clock_map.png
Scale: 4 px per um.
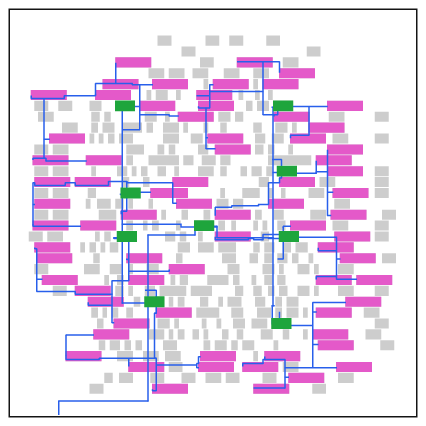
met3.png
Scale: 4 px per um.
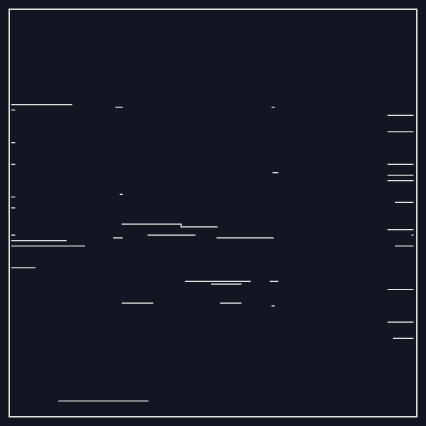
final_clocks.png
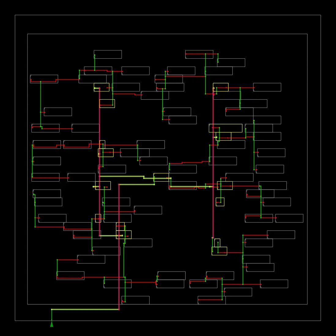
gate_families.png
Scale: 3 px per um.
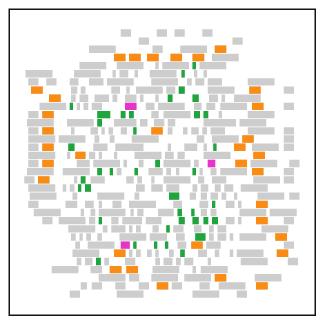
metal_stack.png
Scale: 3 px per um.
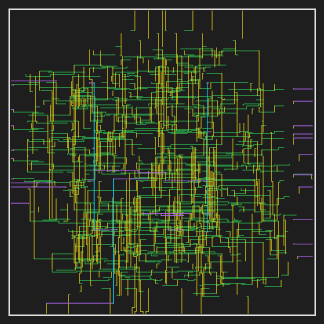
==> config.mk <==
export PLATFORM = sky130hd
export DESIGN_NAME = period_meter_flat
export DESIGN_NICKNAME = d
export VERILOG_FILES = /design/src/rtl/period_meter_pkg.sv /design/src/rtl/period_meter_if.sv /design/src/rtl/sync_edge_detect.sv /design/src/rtl/period_meter.sv /design/src/flat_wrapper.sv
export SDC_FILE = /design/constraint.sdc
export NUM_CORES = 1
export LEC_CHECK = 0
export CAP_MARGIN = 20
export CELL_PAD_IN_SITES_DETAIL_PLACEMENT = 1
export CELL_PAD_IN_SITES_GLOBAL_PLACEMENT = 2
export CORE_MARGIN = 4
export CORE_UTILIZATION = 37
export DETAILED_ROUTE_END_ITERATION = 6
export GPL_ROUTABILITY_DRIVEN = 0
export GPL_TIMING_DRIVEN = 0
export PLACE_DENSITY = 0.9
export SETUP_SLACK_MARGIN = 0.3
export SYNTH_ARGS = -nofsm -noshare
export SYNTH_HDL_FRONTEND = slang
export SYNTH_SLANG_ARGS = --single-unit
==> constraint.sdc <==
create_clock -name clk -period 2.46 [get_ports clk]
set_clock_uncertainty 0.1 [all_clocks]
set_input_delay 0.246 -clock clk [delete_from_list [all_inputs] [get_ports clk]]
set_output_delay 0.246 -clock clk [all_outputs]
set_load 0.01 [all_outputs]
==> impl_metrics.json <==
{
  "worst_hold_path_type": "in2reg",
  "route.detailed.vias_per_inst": 5.26,
  "setup-violations-final": 0,
  "use_met1_pct": 22.0,
  "total_power_uw": 2260,
  "cts_hold_repair.buffers": 0,
  "die_width_um": 101,
  "cts_htree_levels": 3,
  "num_rows": 33,
  "timing.final.crit_share_pct": 83.2,
  "status": "finished clean",
  "synth-cells-yosys": 284,
  "yosys_area_sq_um": 3230,
  "floorplan.core_area_sq_um": 8340,
  "dominant_power_group": "sequential cells",
  "edf_count": 0,
  "min_period_ns": 2.05,
  "cap_violations": 0,
  "proportion_of_power_drawn_by_flip_flops_and_latches_pct": 53.3,
  "holdWs_ns": 0.236,
  "yosys_warn_count": 0,
  "hold-path-cell-count": 1,
  "crit_path_end_kind": "flop",
  "post_placement_setup_slack_ns": 0.0530,
  "comb_power_share_pct": 5.7,
  "final_layout_size_suffix_gt1_share_pct": 21.9,
  "power.density_nw_per_um2": 567,
  "worstSetupPathDepth": 4,
  "yosys.stat.seqShare_pct": 54.9,
  "crit_path_start_kind": "flop",
  "post_cts_resized": 7,
  "syn_avg_cell_area_sq_um": 11.4,
  "synth.net_count": 291,
  "worst-path-max-fanout": 9,
  "synthArstFlopShare_pct": 100,
  "initial_antenna_violation_count": 0,
  "fillCellCount": 926,
  "netlist_instances": 284,
  "grtUsageMet2_pct": 23.6,
  "layout.nets": 340,
  "ys_ff": 71,
  "init_core_util_pct": 38.8,
  "area.combinational_sq_um": 1410,
  "synth.lib_cells_used.distinct": 45,
  "placed_instance_area_sq_um": 3740,
  "lay_top_cells": "sky130_fd_sc_hd__dfrtp_1 (70), sky130_fd_sc_hd__clkdlybuf4s50_1 (37), sky130_fd_sc_hd__mux2_2 (32)",
  "dieHeight_um": 101,
  "final-seq-area_sq_um": 1780,
  "highest_delay_cell_along_the_critical_path": "sky130_fd_sc_hd__dfrtp_1",
  "die_area_sq_um": 10300,
  "vdd_ir_drop_max_mv": 0.352,
  "largest_area_cell": "sky130_fd_sc_hd__dfrtp_1",
  "grt_max_degree": 72,
  "globalRoute.busiestLayer": "met2",
  "port-buffer-count": 37,
  "post-synth-top-area-fraction_pct": 54.9,
  "postSynth.topFlopCell": "sky130_fd_sc_hd__dfrtp_1",
  "cts_tree": "done",
  "comb_cell_power_uw": 129,
  "powerSeq_uw": 1210,
  "drt_iter0_markers": 65,
  "finish.utilization_pct": 47.9,
  "cp_top_family": "simple AND/OR/NAND/NOR gates",
  "syn_area_sq_um": 3230,
  "totalNegativeSetupSlack_ns": 0
}
-- clock_map.png (at the start) --
Blue shows clock wires, length 904 um. Magenta shows flip-flops, count 71. Green shows cells driving clock nets, count 9.
There are 10 routed clock nets. Position of the flops: all over the die.
clock group total power: 927 uW
clock network fraction of total power: 41.0%
Insertion Delay late pin: 0.34 ns

-- met3.png (at the start) --
The wires run mostly horizontal. The layer holds 3.3% of the routed length. The layer carries 236 um of wire. 28 nets have wire on it.
Routed WL: 7.13 mm
number of vias in the routed layout: 2,328
Global Route met3 Usage: 2.89%

-- final_clocks.png (at the start) --
CTS Sinks: 71
TritonCTS buffer count: 9

-- gate_families.png (at the start) --
Orange shows multiplexers, cells 33, where all over the die. Magenta shows AND-OR and OR-AND gates, cells 3. Green shows NAND gates, cells 39.
most frequent logic cell in the layout: sky130_fd_sc_hd__dfrtp_1
logic share of the area: 35.4%

-- metal_stack.png (at the start) --
Yellow shows met2, wire length 3,290 um. Green shows met1, wire length 3,470 um. Purple shows met3, wire length 236 um. Cyan shows met4, wire length 140 um.
routed length per placed instance: 16.1 um
Total GRT Usage: 15.6%

area by class of cell:
cell class	count	area share (%)
multi-input combinational	195	35.4
timing repair buffer	38	9.47
clock buffer	10	3.45
tap	105	3.29
sequential	71	44.5
inverter	8	0.815
buffer	10	1.54
clock inverter	6	1.50
kinds of logic (layout without fill, tap and decap cells):
family	count (synthesis)	in the layout	synth area share, %
fa+ha+maj	3	3	1.16
xor+xnor	19	19	5.15
simple gates	103	103	17.3
compound gates	37	37	7.31
buf+inv	18	72	2.71
mux	33	33	11.5
flops	71	71	54.9
layer usage:
metal | routed length [um] | vias to the layer above
met2 | 3290 | 42
met4 | 140 | 0
met1 | 3470 | 1168
met3 | 235 | 11
li1 | - | 1107
met5 | 0 | -
Power figures rest on the tool's default switching activity, not on a simulated workload.
